[config.mk]
export PLATFORM = sky130hd
export DESIGN_NAME = pipe_step_ctrl
export DESIGN_NICKNAME = d
export VERILOG_FILES = /design/src/rtl/pipe_step_ctrl_pkg.sv /design/src/rtl/pipe_step_ctrl_db_sync.sv /design/src/rtl/pipe_step_ctrl.sv
export SDC_FILE = /design/constraint.sdc
export NUM_CORES = 1
export LEC_CHECK = 0
export CORE_MARGIN = 2
export CORE_UTILIZATION = 50
export CTS_CLUSTER_DIAMETER = 100
export CTS_CLUSTER_SIZE = 30
export DETAILED_ROUTE_END_ITERATION = 8
export HOLD_SLACK_MARGIN = 0.05
export PLACE_DENSITY_LB_ADDON = 0.1
export SKIP_CTS_REPAIR_TIMING = 1
export SYNTH_ARGS = -nofsm -noshare
export SYNTH_HDL_FRONTEND = slang
export SYNTH_SLANG_ARGS = --single-unit
export TNS_END_PERCENT = 10
[constraint.sdc]
create_clock -name clock -period 4.5 [get_ports clock]
set_input_delay 0.45 -clock clock [delete_from_list [all_inputs] [get_ports clock]]
set_output_delay 0.45 -clock clock [all_outputs]
set_load 0.03 [all_outputs]
[src/rtl/pipe_step_ctrl_pkg.sv]
// rtl/pipe_step_ctrl_pkg.sv - shared constants for the pipeline step controller
package pipe_step_ctrl_pkg;

  // 20 ms of stable input at 50 MHz
  localparam logic [19:0] DB_LIMIT_DEF = 20'd1000000;
  // Clock cycles between CPU enables in free-run mode
  localparam logic [23:0] RUN_DIV_DEF  = 24'd5000000;

  // Button debounce FSM encodings
  localparam logic [1:0] ST_IDLE         = 2'd0;
  localparam logic [1:0] ST_PRESS_WAIT   = 2'd1;
  localparam logic [1:0] ST_HELD         = 2'd2;
  localparam logic [1:0] ST_RELEASE_WAIT = 2'd3;

endpackage

[src/rtl/pipe_step_ctrl_db_sync.sv]
// rtl/pipe_step_ctrl_db_sync.sv - 2-FF synchronizer plus per-bit stability counter
module db_sync
  import pipe_step_ctrl_pkg::*;
#(
  parameter int          WIDTH = 1,
  parameter logic [19:0] LIMIT = DB_LIMIT_DEF
) (
  input  logic             clock,
  input  logic             resetn,
  input  logic [WIDTH-1:0] raw,
  output logic [WIDTH-1:0] level
);

  logic [WIDTH-1:0] sync_1;
  logic [WIDTH-1:0] sync_2;
  logic [19:0]      stab_cnt [WIDTH];

  // Bring the raw switches into the clock domain
  always_ff @(posedge clock or negedge resetn) begin
    if (!resetn) begin
      sync_1 <= '0;
      sync_2 <= '0;
    end else begin
      sync_1 <= raw;
      sync_2 <= sync_1;
    end
  end

  // Each bit follows its input only after LIMIT consecutive disagreeing cycles
  always_ff @(posedge clock or negedge resetn) begin
    if (!resetn) begin
      level <= '0;
      for (int i = 0; i < WIDTH; i++) stab_cnt[i] <= '0;
    end else begin
      for (int i = 0; i < WIDTH; i++) begin
        if (sync_2[i] != level[i]) begin
          if (stab_cnt[i] == LIMIT - 20'd1) begin
            level[i]    <= sync_2[i];
            stab_cnt[i] <= '0;
          end else begin
            stab_cnt[i] <= stab_cnt[i] + 20'd1;
          end
        end else begin
          stab_cnt[i] <= '0;
        end
      end
    end
  end

endmodule

[src/rtl/pipe_step_ctrl.sv]
// rtl/pipe_step_ctrl.sv - single-step / free-run CPU clock-enable controller
module pipe_step_ctrl
  import pipe_step_ctrl_pkg::*;
#(
  parameter logic [19:0] DB_LIMIT = DB_LIMIT_DEF,
  parameter logic [23:0] RUN_DIV  = RUN_DIV_DEF
) (
  input  logic        clock,
  input  logic        resetn,
  input  logic        btn_raw,
  input  logic        run_sw,
  input  logic [4:0]  sw_a_raw,
  input  logic [4:0]  sw_b_raw,
  output logic        cpu_en,
  output logic [4:0]  sw_a,
  output logic [4:0]  sw_b,
  output logic [15:0] step_cnt,
  output logic        btn_level
);

  logic        btn_s1;
  logic        btn_s2;
  logic [1:0]  state;
  logic [19:0] db_cnt;
  logic        press;
  logic        run_db;
  logic [23:0] div;

  db_sync #(.WIDTH(1), .LIMIT(DB_LIMIT)) u_run_sync (
    .clock  (clock),
    .resetn (resetn),
    .raw    (run_sw),
    .level  (run_db)
  );

  db_sync #(.WIDTH(5), .LIMIT(DB_LIMIT)) u_sw_a_sync (
    .clock  (clock),
    .resetn (resetn),
    .raw    (sw_a_raw),
    .level  (sw_a)
  );

  db_sync #(.WIDTH(5), .LIMIT(DB_LIMIT)) u_sw_b_sync (
    .clock  (clock),
    .resetn (resetn),
    .raw    (sw_b_raw),
    .level  (sw_b)
  );

  // Bring the button into the clock domain
  always_ff @(posedge clock or negedge resetn) begin
    if (!resetn) begin
      btn_s1 <= 1'b0;
      btn_s2 <= 1'b0;
    end else begin
      btn_s1 <= btn_raw;
      btn_s2 <= btn_s1;
    end
  end

  // Debounce the button; one press pulse on each accepted press edge
  always_ff @(posedge clock or negedge resetn) begin
    if (!resetn) begin
      state     <= ST_IDLE;
      db_cnt    <= '0;
      btn_level <= 1'b0;
      press     <= 1'b0;
    end else begin
      press <= 1'b0;
      case (state)
        ST_IDLE: begin
          if (btn_s2) begin
            state  <= ST_PRESS_WAIT;
            db_cnt <= '0;
          end
        end
        ST_PRESS_WAIT: begin
          if (!btn_s2) begin
            state <= ST_IDLE;
          end else if (db_cnt == DB_LIMIT - 20'd1) begin
            state     <= ST_HELD;
            btn_level <= 1'b1;
            press     <= 1'b1;
          end else begin
            db_cnt <= db_cnt + 20'd1;
          end
        end
        ST_HELD: begin
          if (!btn_s2) begin
            state  <= ST_RELEASE_WAIT;
            db_cnt <= '0;
          end
        end
        ST_RELEASE_WAIT: begin
          if (btn_s2) begin
            state <= ST_HELD;
          end else if (db_cnt == DB_LIMIT - 20'd1) begin
            state     <= ST_IDLE;
            btn_level <= 1'b0;
          end else begin
            db_cnt <= db_cnt + 20'd1;
          end
        end
        default: state <= ST_IDLE;
      endcase
    end
  end

  // Issue cpu_en from the divider in run mode or from press pulses in step
  // mode; the divider is held at zero outside run mode so every entry into
  // run mode starts a full period
  always_ff @(posedge clock or negedge resetn) begin
    if (!resetn) begin
      div      <= '0;
      cpu_en   <= 1'b0;
      step_cnt <= '0;
    end else begin
      step_cnt <= step_cnt + {15'd0, cpu_en};
      if (run_db) begin
        if (div == RUN_DIV - 24'd1) begin
          div    <= '0;
          cpu_en <= 1'b1;
        end else begin
          div    <= div + 24'd1;
          cpu_en <= 1'b0;
        end
      end else begin
        div    <= '0;
        cpu_en <= press;
      end
    end
  end

endmodule
==> images/drive_strength.png <==
Scale bar: 50 um.
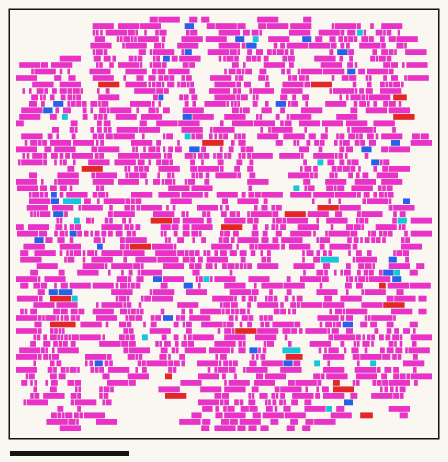
Key: drive 6 and up = red [cells 22, most used clkbuf_16]; drive 2 = blue [cells 37, most used mux2_2]; drive 3 to 4 = cyan [cells 18, most used buf_4]; drive 1 or less = magenta [cells 1501, most used dfrtp_1]

==> images/final_clocks.png <==
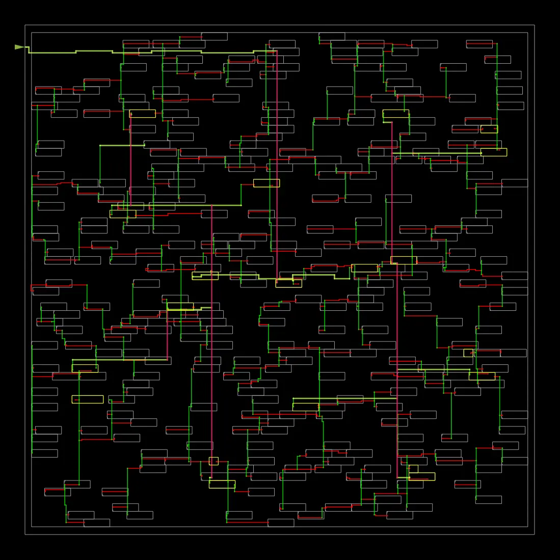
insertion delay at the late pin of the worst-skew pair: 0.50 ns
clock buffer count: 15

==> results_dict.tcl <==
# implementation run metrics
set metrics [dict create \
    antenna_found_initial 0 \
    reg2reg_slack_ns 2.05 \
    min_to "u_run_sync.sync_2$_DFF_PN0_" \
    nNetsFinal 1604 \
    grt_pass1_wl_um 51500 \
    n_antenna_cell 0 \
    area_growth_syn_to_layout_pct 8.68 \
    power_w 0.00473 \
    dieWidth_um 179 \
    ys_chip_area_sq_mm 0.0154 \
    maxSlewHeadroom 0.451 \
    status "finished, final reports clean" \
    synth_top_area_share 0.520 \
    finalCriticalPeriod_ns 2.45 \
    drtPass1Iterations 5 \
    grtUsageTotal 0.180 \
    crit_end "u_sw_b_sync.stab_cnt[91]$_DFF_PN0_" \
    rows 64 \
    numCtsBuffers 15 \
    rsz0062_at_grt "no" \
    gp_congestion 0.812 \
    swShare 0.228 \
    core_sq_mm 0.0304 \
    htree_num_levels 1 \
    power_frac_comb 0.037 \
    clock-root-buffer "clkbuf_16" \
    die_area_sq_mm 0.0322 \
    max-clock-path-buffers 3 \
    ys_top_cells_by_area "dfrtp_1 (52%), xnor2_1 (5.3%), nor2_1 (4.9%)" \
    power.share.clock 0.339 \
    ys_cells 1546 \
    fp_nets 1575 \
    synth_cell_types 56 \
    yosysTopAreaCell "dfrtp_1" \
    synth_warnings 0 \
    ir_drop_mv 0.278 \
    drive_gt1_frac 0.0488 \
    finalCritPeriodShare 0.544 \
    grt_max_degree 109 \
    grt_pass1_vias 11000 \
]
==> images/met4.png <==
Supply wires on this layer in grey.
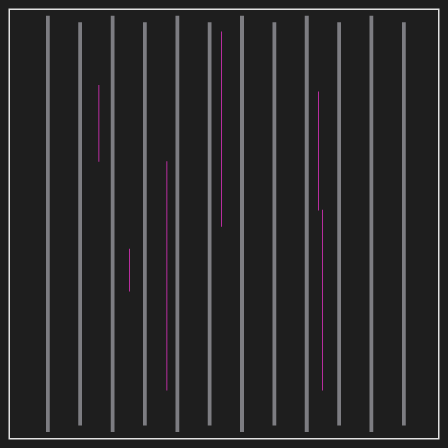
The layer carries 352 um of wire. The wires run mostly vertical. 3 nets have wire on it. The layer holds 1.2% of the routed length.
aggregate routed wire length: 28400 um
vias post-DR: 11200

==> images/clock_map.png <==
Scale bar: 50 um.
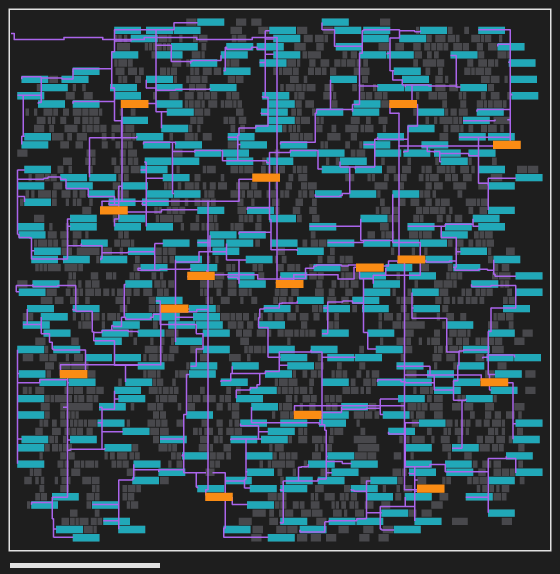
Key: cells driving clock nets = orange [count 15]; clock wires = purple [length 3670 um]; flip-flops = cyan [count 320]
There are 16 routed clock nets. Position of the flops: all over the die.
Max Clock Skew: 0.0175 ns
clk pwr: 0.00161 W

## per-stage QoR
step,util,std cells
floorplan,-,1546
global placement,0.535,1953
detailed placement,0.535,1953
CTS,0.550,1973
global route,0.550,1974
finish,0.550,1974
## layout make-up
class	instances	area, sq um	share of cell area
clock buffers	15	375	0.0224
flip-flops and latches	320	8010	0.479
inverters	45	169	0.0101
repair buffers	57	551	0.0329
clock inverters	5	72.6	0.00434
multi-input cells	1136	7060	0.422
well taps	396	495	0.0296
## state kept, by name, summed over array words and instances (netlist names), 5 cells and up, named ones only
| name | count |
|---|---|
| u_run_sync.stab_cnt | 20 |
| u_sw_b_sync.stab_cnt | 100 |
| step_cnt | 16 |
| div | 24 |
| u_sw_a_sync.sync_2 | 5 |
| u_sw_a_sync.sync_1 | 5 |
| u_sw_b_sync.sync_2 | 5 |
| u_sw_a_sync.stab_cnt | 100 |
| u_sw_a_sync.level | 5 |
| u_sw_b_sync.sync_1 | 5 |
| u_sw_b_sync.level | 5 |
| db_cnt | 20 |
## power groups by stage
stage          clock, W  sequential [W]  combinational, W
2_1_floorplan         0         0.00300         0.0000865
3_3_place_gp          0         0.00301          0.000181
3_5_place_dp          0         0.00301          0.000183
4_1_cts         0.00169         0.00295          0.000184
5_1_grt         0.00178         0.00296          0.000208
6_report        0.00161         0.00295          0.000175
## layer usage
metal	up-vias	track usage	routed length [um]
met2	92	0.298	13200
li1	5634	-	-
met3	17	0.0203	646
met1	5493	0.262	14200
met5	-	0	0
met4	0	0.0302	352
## layout by cell type (no fill, tap or decap), types with 3 or more instances in the layout
cell type and count:
a21oi_1 79, a41oi_1 3, and2_1 7, and3_1 40, and4_1 21, buf_4 14
clkbuf_16 15, clkdlybuf4s50_1 40, dfrtp_1 320, ha_1 15, inv_1 45, inv_6 3
mux2_2 13, nand2_1 95, nand3_1 104, nand4_1 67, nand4b_1 9, nor2_1 203
nor3_1 32, nor4_1 36, nor4b_1 10, nor4bb_1 3, o211ai_1 3, o21ai_0 44
o31ai_1 35, o31ai_2 8, o41ai_1 3, or3_1 44, or4_1 47, or4b_1 4
or4b_2 4, xnor2_1 93, xor2_1 82
## worst max-delay path, cell delays in order (launching register included)
cell	delay, ns
dfrtp_1	0.45
or4b_1	0.53
or4_1	0.57
o21ai_2	0.64
nor2_1	0.13
## logic make-up after synthesis
kind of cell,count (synthesis),synth area share
XOR/XNOR,176,0.101
flip-flops,320,0.520
AND/OR/NAND/NOR,741,0.259
multiplexers,13,0.00951
buffers and inverters,90,0.0238
AND-OR/OR-AND,191,0.0748
adder cells (fa/ha/maj),15,0.0122
Power and IR drop assume default switching activity.
